`src/rtl/clk_div_bank_pkg.sv`:
```
// Purpose: shared constants and mode encoding for the clock/tick divider bank.
// Latency: n/a (declarations only).
// Backpressure: n/a.
package clk_div_bank_pkg;

   // Per-channel output mode: free-running 50% clock or one-cycle strobe.
   typedef enum logic {
      MODE_TOGGLE = 1'b0,
      MODE_STROBE = 1'b1
   } mode_e;

   // 0.5 s at a 50 MHz oscillator.
   localparam int DEFAULT_DIV_C = 25_000_000;

   // Short divisors so simulations reach many terminal counts quickly.
   localparam int SIM_DIV      = 3;
   localparam int SIM_DIV_SLOW = 5;

endpackage

```
`src/rtl/clk_div_bank_if.sv`:
```
// Purpose: control/status bundle of the divider bank (enables, modes, divisor write port, outputs).
// Latency: n/a (wiring only).
// Backpressure: div_rdy gates divisor writes; all other signals are unconditioned levels.
interface clk_div_bank_if #(
   parameter int NUM_CH = 4,
   parameter int CNT_W  = 27,
   parameter int SEL_W  = 2
);
   logic [NUM_CH-1:0] ch_en;
   logic [NUM_CH-1:0] mode;
   logic              sync_clr;
   logic              div_wr;
   logic [SEL_W-1:0]  div_sel;
   logic [CNT_W-1:0]  div_val;
   logic              div_rdy;
   logic [NUM_CH-1:0] clk_out;
   logic [NUM_CH-1:0] tick;

   // master: whoever programs the bank; slave: the bank itself.
   modport master (
      output ch_en, mode, sync_clr, div_wr, div_sel, div_val,
      input  div_rdy, clk_out, tick
   );

   modport slave (
      input  ch_en, mode, sync_clr, div_wr, div_sel, div_val,
      output div_rdy, clk_out, tick
   );
endinterface

```
`src/rtl/clk_div_bank_ch.sv`:
```
// Purpose: one divider channel; counter, active/shadow divisor, toggle-or-strobe output.
// Latency: tick/clk_out registered, 1 cycle after the counter reaches d-1.
// Backpressure: pending flags an unapplied shadow divisor; the parent must not write while it is set.
// Ports: clk/rst, en, mode, sync_clr, wr + wr_val (already-accepted write), pending, clk_out, tick.
module clk_div_bank_ch
   import clk_div_bank_pkg::*;
#(
   parameter int               CNT_W       = 27,
   parameter logic [CNT_W-1:0] DEFAULT_DIV = '1
) (
   input  logic             clk,
   input  logic             rst,
   input  logic             en,
   input  logic             mode,
   input  logic             sync_clr,
   input  logic             wr,
   input  logic [CNT_W-1:0] wr_val,
   output logic             pending,
   output logic             clk_out,
   output logic             tick
);

   logic [CNT_W-1:0] cnt;
   logic [CNT_W-1:0] div_q;
   logic [CNT_W-1:0] shadow;
   logic [CNT_W-1:0] d_eff;
   logic             tc;
   // Mode in force for the current period; a new mode is only adopted at TC
   // so a mid-period change never chops the clock.
   logic             mode_q;

   // A programmed divisor of 0 behaves as 1.
   assign d_eff = (div_q == '0) ? CNT_W'(1) : div_q;
   assign tc    = en && (cnt == d_eff - CNT_W'(1));

   always_ff @(posedge clk or posedge rst) begin
      if (rst) begin
         cnt     <= '0;
         div_q   <= DEFAULT_DIV;
         shadow  <= DEFAULT_DIV;
         pending <= 1'b0;
         clk_out <= 1'b0;
         tick    <= 1'b0;
         mode_q  <= 1'b0;
      end else if (sync_clr) begin
         // Phase align: everything restarts, and any outstanding divisor
         // (a same-cycle write wins, being the newest) takes effect now.
         cnt     <= '0;
         clk_out <= 1'b0;
         tick    <= 1'b0;
         mode_q  <= mode;
         pending <= 1'b0;
         if (wr)
            div_q <= wr_val;
         else if (pending)
            div_q <= shadow;
      end else if (!en) begin
         cnt     <= '0;
         clk_out <= 1'b0;
         tick    <= 1'b0;
         mode_q  <= mode;
         // Idle channel has no period to protect: apply the shadow next cycle.
         if (wr) begin
            shadow  <= wr_val;
            pending <= 1'b1;
         end else if (pending) begin
            div_q   <= shadow;
            pending <= 1'b0;
         end
      end else begin
         tick <= tc;
         if (tc) begin
            cnt     <= '0;
            mode_q  <= mode;
            clk_out <= (mode == MODE_STROBE) ? 1'b1 : ~clk_out;
            // Old shadow lands at this boundary; a write accepted on the
            // same edge becomes the next pending value.
            if (pending)
               div_q <= shadow;
            pending <= wr;
            if (wr)
               shadow <= wr_val;
         end else begin
            cnt <= cnt + CNT_W'(1);
            if (mode_q == MODE_STROBE)
               clk_out <= 1'b0;
            if (wr) begin
               shadow  <= wr_val;
               pending <= 1'b1;
            end
         end
      end
   end

endmodule

```
`src/rtl/clk_div_bank.sv`:
```
// Purpose: NUM_CH-channel clock/tick divider bank with glitch-free runtime divisor updates.
// Latency: outputs registered, 1 cycle after each channel's terminal count.
// Backpressure: div_rdy low while the selected channel holds an unapplied divisor or div_sel is out of range.
// Ports: clk_osc, RESET (async, active high), reset (pass-through), bus (clk_div_bank_if.slave).
module clk_div_bank
   import clk_div_bank_pkg::*;
#(
   parameter int NUM_CH      = 4,
   parameter int CNT_W       = 27,
   parameter int DEFAULT_DIV = DEFAULT_DIV_C,
   parameter int SEL_W       = 2
) (
   input  logic             clk_osc,
   input  logic             RESET,
   output logic             reset,
   clk_div_bank_if.slave    bus
);

   logic [NUM_CH-1:0]     pending;
   // Select space padded with permanently-busy slots so out-of-range
   // selects read as not ready and can never be accepted.
   logic [2**SEL_W-1:0]   busy;
   logic                  accept;

   always_comb begin
      busy               = '1;
      busy[NUM_CH-1:0]   = pending;
   end

   assign bus.div_rdy = ~busy[bus.div_sel];
   assign accept      = bus.div_wr & bus.div_rdy;
   assign reset       = RESET;

   for (genvar i = 0; i < NUM_CH; i++) begin : g_ch
      clk_div_bank_ch #(
         .CNT_W       (CNT_W),
         .DEFAULT_DIV (CNT_W'(DEFAULT_DIV))
      ) u_ch (
         .clk      (clk_osc),
         .rst      (RESET),
         .en       (bus.ch_en[i]),
         .mode     (bus.mode[i]),
         .sync_clr (bus.sync_clr),
         .wr       (accept && (bus.div_sel == SEL_W'(i))),
         .wr_val   (bus.div_val),
         .pending  (pending[i]),
         .clk_out  (bus.clk_out[i]),
         .tick     (bus.tick[i])
      );
   end

endmodule

```
`src/flat_wrapper.sv`:
```
// flat-port wrapper written by rule: the top's interface ports become plain ports
module clk_div_bank_flat import clk_div_bank_pkg::*;
#(
   parameter int NUM_CH      = 4,
   parameter int CNT_W       = 27,
   parameter int DEFAULT_DIV = DEFAULT_DIV_C,
   parameter int SEL_W       = 2
)
  (clk_osc, RESET, reset, bus_ch_en, bus_mode, bus_sync_clr, bus_div_wr, bus_div_sel, bus_div_val, bus_div_rdy, bus_clk_out, bus_tick);
  clk_div_bank_if #(.NUM_CH(NUM_CH), .CNT_W(CNT_W), .SEL_W(SEL_W)) bus_i ();
  input  logic clk_osc;
  input  logic RESET;
  output logic reset;
  input wire logic [$bits(bus_i.ch_en)-1:0] bus_ch_en;
  input wire logic [$bits(bus_i.mode)-1:0] bus_mode;
  input wire logic [$bits(bus_i.sync_clr)-1:0] bus_sync_clr;
  input wire logic [$bits(bus_i.div_wr)-1:0] bus_div_wr;
  input wire logic [$bits(bus_i.div_sel)-1:0] bus_div_sel;
  input wire logic [$bits(bus_i.div_val)-1:0] bus_div_val;
  output wire logic [$bits(bus_i.div_rdy)-1:0] bus_div_rdy;
  output wire logic [$bits(bus_i.clk_out)-1:0] bus_clk_out;
  output wire logic [$bits(bus_i.tick)-1:0] bus_tick;
  assign bus_i.ch_en = bus_ch_en;
  assign bus_i.mode = bus_mode;
  assign bus_i.sync_clr = bus_sync_clr;
  assign bus_i.div_wr = bus_div_wr;
  assign bus_i.div_sel = bus_div_sel;
  assign bus_i.div_val = bus_div_val;
  assign bus_div_rdy = bus_i.div_rdy;
  assign bus_clk_out = bus_i.clk_out;
  assign bus_tick = bus_i.tick;
  clk_div_bank #(.NUM_CH(NUM_CH), .CNT_W(CNT_W), .DEFAULT_DIV(DEFAULT_DIV), .SEL_W(SEL_W)) u_core (.clk_osc(clk_osc), .RESET(RESET), .reset(reset), .bus(bus_i));
endmodule
```
`config.mk`:
```
export PLATFORM = sky130hd
export DESIGN_NAME = clk_div_bank_flat
export DESIGN_NICKNAME = d
export VERILOG_FILES = /design/src/rtl/clk_div_bank_pkg.sv /design/src/rtl/clk_div_bank_if.sv /design/src/rtl/clk_div_bank_ch.sv /design/src/rtl/clk_div_bank.sv /design/src/flat_wrapper.sv
export SDC_FILE = /design/constraint.sdc
export NUM_CORES = 1
export LEC_CHECK = 0
export ABC_AREA = 1
export ABC_CLOCK_PERIOD_IN_PS = 13000
export CAP_MARGIN = 20
export CORE_ASPECT_RATIO = 1.25
export CORE_MARGIN = 2
export CORE_UTILIZATION = 63
export CTS_CLUSTER_DIAMETER = 100
export DETAILED_ROUTE_END_ITERATION = 10
export GPL_TIMING_DRIVEN = 0
export HOLD_SLACK_MARGIN = 0.02
export PLACE_DENSITY_LB_ADDON = 0.25
export SLEW_MARGIN = 25
export SYNTH_ARGS = -nofsm -noshare
export SYNTH_HDL_FRONTEND = slang
export SYNTH_SLANG_ARGS = --single-unit
```
`constraint.sdc`:
```
create_clock -name clk_osc -period 13 [get_ports clk_osc]
set_input_delay 2.6 -clock clk_osc [delete_from_list [all_inputs] [get_ports clk_osc]]
set_output_delay 2.6 -clock clk_osc [all_outputs]
set_load 0.02 [all_outputs]
```
Met3 routing:
Scale bar: 50 um.
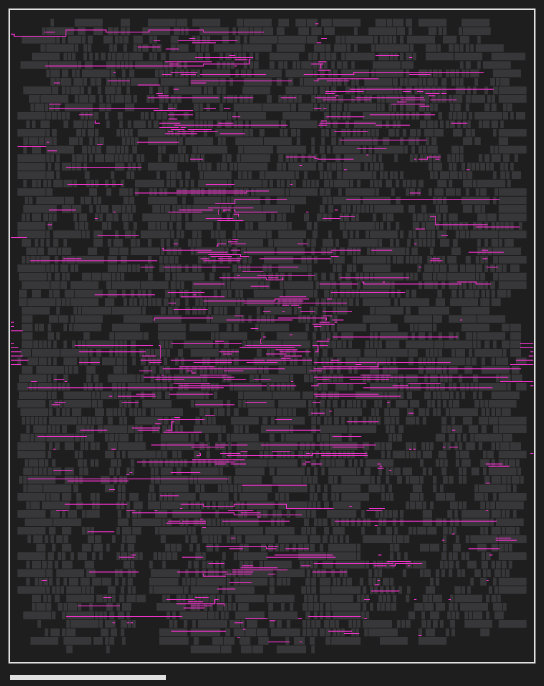
longest straight run: 66.2 um
share of all routed wire: 6.7%
GR met3 Demand/Resource: 0.0630
count of vias placed by the detailed router: 20300
total wire length: 63.1 mm

Routing congestion:
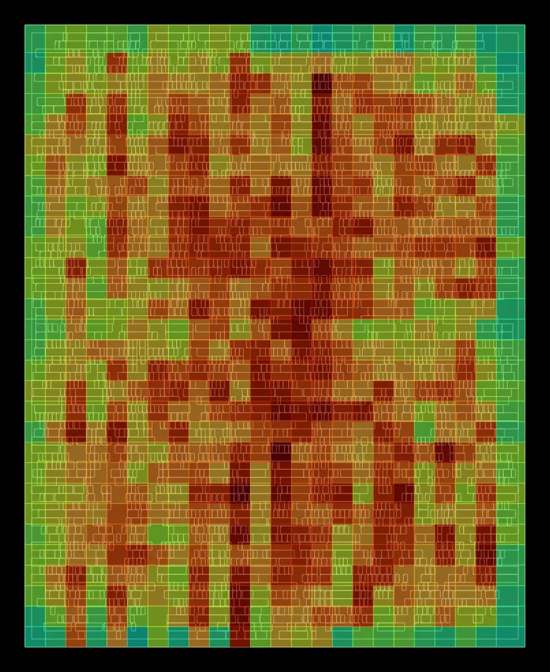
met2 usage in global routing: 0.597
WL/cell: 17.8 um
Final Core Density: 0.707
global-route met1 utilization: 0.431

==> flow_summary.ini <==
; implementation run metrics
[critical_path]
crit_path_max_incr_delay_ns = 0.72
critical-path-slowest-cell = sky130_fd_sc_hd__clkdlybuf4s50_1
worst_setup_path_end_kind = output pin
worstPathMaxFanout = 4
worstPathCellList = clkdlybuf4s50_1 > inv_1 > nand3_1 > o21ai_0 > a211oi_1 > clkdlybuf4s50_1
setup.worst_path.start_class = primary input
critPathMostFrequentCell = sky130_fd_sc_hd__clkdlybuf4s50_1
required_ns = 10.40
crit_path_class = in -> out
cp.arrival_ns = 4.78
crit_family = buffers and inverters
worst-path-buf-inv = 3

[flow_run]
drv_cap = 0
openroad.warnings = 26

[cells_and_area]
area_growth_syn_to_layout_pct = 11.1
layout-drive-gt1-share = 0.0863
num_antenna_cells = 0
final_cells = 3541
layout.nets = 3139
final_design_area_no_fill_sq_um = 23600

[cts]
cts_resized = 0
clock_latency_ns = 0.56
cts.path.max_buffers = 3
clock_tree_from_tritoncts = built
cts_hold_repair.buffers = 0
number_of_levels_in_the_clock_h_tree = 2
cts-buffers-inserted = 36
cts_num_sinks = 340
clk_pin_slew_worst_paths_ns = 0.06
cts_setup_buffers = 0
cts-root-buf = sky130_fd_sc_hd__clkbuf_16

[power]
total_power_mw = 3.67
total_power_density_per_cell_area_nw_per_um2 = 155
power_leakage_nw = 10.9
ir_drop_mv = 0.117

[global_route]
global_route.overflow_total = 0
grt.total_usage = 0.361
grt_max_degree = 94
antenna_found_initial = 0
first_global_vias = 19900
grt_first_pass_wirelength_mm = 101
grt_most_used_layer = met2

[die]
ioPinCount = 51
dieWidth_um = 168
die_h_um = 209
core_footprint_sq_um = 33400
placementRows = 75
die_area_sq_um = 35300
fp_util = 0.637

[timing]
timing.clock.skew_ns = 0.0256
unrepaired_setup_endpoints_after_global_routing = false
timing.fmax_ghz = 0.135
min_period_over_period = 0.568
max-slew-margin-rel = 0.327
setup_slack_ns = 5.62
min_period_ns = 7.38
final-hold-violation-count = 0
final.setup.tns_ns = 0
timing_worst_slew_pin_value_ns = 1.01
timing.final.setup_violations = 0
slew_viol_final = 0
worst_hold_slack_ns = 0.488

[outcome]
outcome = finished clean

[place]
placed_cell_area_sq_um = 22400
placed_cells_incl_taps = 3475
detailed_place_hpwl_mm = 47.7
place_congestion = 0.971
io_buffers = 49
pre_cts_ws_ns = 5.73

[synthesis]
synthArstFlopShare = 1.00
netlist_instances = 3000
yosys-stat-cells = 3000
flop_cell = sky130_fd_sc_hd__dfrtp_1
post_synth_edffs = 0
synth_top_area_share = 0.287
synth.lib_cells_used.distinct = 44
yosysWarnings = 0
yosysSeqAreaShare = 0.406
compound_area_frac = 0.0833
synth_chip_area_sq_um = 21300
ys_sh_mux = 0.00329
yosys.cell_count.top_type = sky130_fd_sc_hd__nand2_1
syn_area_sq_um = 21300
yosys.area.top_type = sky130_fd_sc_hd__dfrtp_1
synth.cells.most_frequent = sky130_fd_sc_hd__nand2_1, sky130_fd_sc_hd__nor2_1, sky130_fd_sc_hd__inv_1
synth_xor_xnor_area_share = 0.0836
synthesis.nets = 3049
post_synth_main_logic_family = simple AND/OR/NAND/NOR gates
synth.ff_latch_count = 340
area_leaders = sky130_fd_sc_hd__dfrtp_1, sky130_fd_sc_hd__nand2_1, sky130_fd_sc_hd__dfstp_2
synth.avg_cell_area_sq_um = 7.09
synthSimpleGateAreaFrac = 0.340
adder_cell_fraction_of_synth_area = 0.00471

[detailed_routing]
first_pass_iters = 6
ant_nets = 0
met3WireLength_mm = 4.22
route.met2.wl_mm = 29.3
first_iter_violations = 1816
vias_per_cell = 5.73
m1WireLength_mm = 24.5
routed.top_layer = met4
detail_route.drc_violations = 0

[hold_path]
hp-class = reg -> reg
==> registers in the layout, summed over array words and instances (netlist names) <==
| register | count |
|---|---|
| u_core.g_ch.u_ch.div_q | 108 |
| u_core.g_ch.u_ch.clk_out | 4 |
| u_core.g_ch.u_ch.mode_q | 4 |
| u_core.g_ch.u_ch.pending | 4 |
| u_core.g_ch.u_ch.cnt | 108 |
| u_core.g_ch.u_ch.tick | 4 |
| u_core.g_ch.u_ch.shadow | 108 |
==> worst paths after layout <==
path / start / slack [ns] / endpoint / depth (start not counted)
worst max-delay path: bus_div_sel[1] / 5.62 / bus_div_rdy / 6
worst min-delay path: u_core.g_ch[2].u_ch.div_q[6]$_DFFE_PP1P_ / 0.49 / u_core.g_ch[2].u_ch.div_q[6]$_DFFE_PP1P_ / 2
worst max register to register: u_core.g_ch[3].u_ch.div_q[18]$_DFFE_PP1P_ / 8.90 / u_core.g_ch[3].u_ch.cnt[25]$_DFF_PP0_ / 20
worst min register to register: u_core.g_ch[2].u_ch.div_q[6]$_DFFE_PP1P_ / 0.49 / u_core.g_ch[2].u_ch.div_q[6]$_DFFE_PP1P_ / 2
max in group asynchronous: RESET / 9.11 / u_core.g_ch[2].u_ch.cnt[16]$_DFF_PP0_ / 4
min in group asynchronous: RESET / 2.58 / u_core.g_ch[1].u_ch.cnt[5]$_DFF_PP0_ / 2
==> power breakdown <==
part	internal [mW]	switching, mW
registers	1.27	0.188
clock network	0.649	0.457
logic	0.400	0.704
==> cell usage in the layout, fill, tap and decap left out, types with 6 or more instances in the layout <==
master and instances:
sky130_fd_sc_hd__buf_6 10, sky130_fd_sc_hd__nor2_4 6, sky130_fd_sc_hd__nand3_1 229, sky130_fd_sc_hd__a21oi_1 55
sky130_fd_sc_hd__inv_2 12, sky130_fd_sc_hd__nor3_2 7, sky130_fd_sc_hd__nor2_2 12, sky130_fd_sc_hd__dfrtp_1 244
sky130_fd_sc_hd__a31oi_1 29, sky130_fd_sc_hd__o21ai_0 246, sky130_fd_sc_hd__nand4_1 59, sky130_fd_sc_hd__xor2_1 140
sky130_fd_sc_hd__clkbuf_1 85, sky130_fd_sc_hd__nand2_1 845, sky130_fd_sc_hd__clkbuf_16 36, sky130_fd_sc_hd__nand2_2 9
sky130_fd_sc_hd__nor3_1 50, sky130_fd_sc_hd__nor4_1 18, sky130_fd_sc_hd__buf_4 16, sky130_fd_sc_hd__xnor2_1 63
sky130_fd_sc_hd__buf_2 22, sky130_fd_sc_hd__nor3b_1 7, sky130_fd_sc_hd__dfstp_2 96, sky130_fd_sc_hd__inv_1 267
sky130_fd_sc_hd__ha_1 8, sky130_fd_sc_hd__clkdlybuf4s50_1 49, sky130_fd_sc_hd__nor2_1 418, sky130_fd_sc_hd__nand3_2 6
sky130_fd_sc_hd__nand3b_1 7, sky130_fd_sc_hd__mux2i_1 7
==> cell type report <==
cell class | count | area [sq um]
multi-input combinational | 2251 | 10900
fill | 2825 | 9770
sequential | 340 | 8630
inverter | 284 | 1070
clock buffer | 49 | 1000
buffer | 125 | 632
timing repair buffer | 52 | 573
tap | 423 | 529
clock inverter | 17 | 256
Power is estimated from default activity; no workload was simulated.
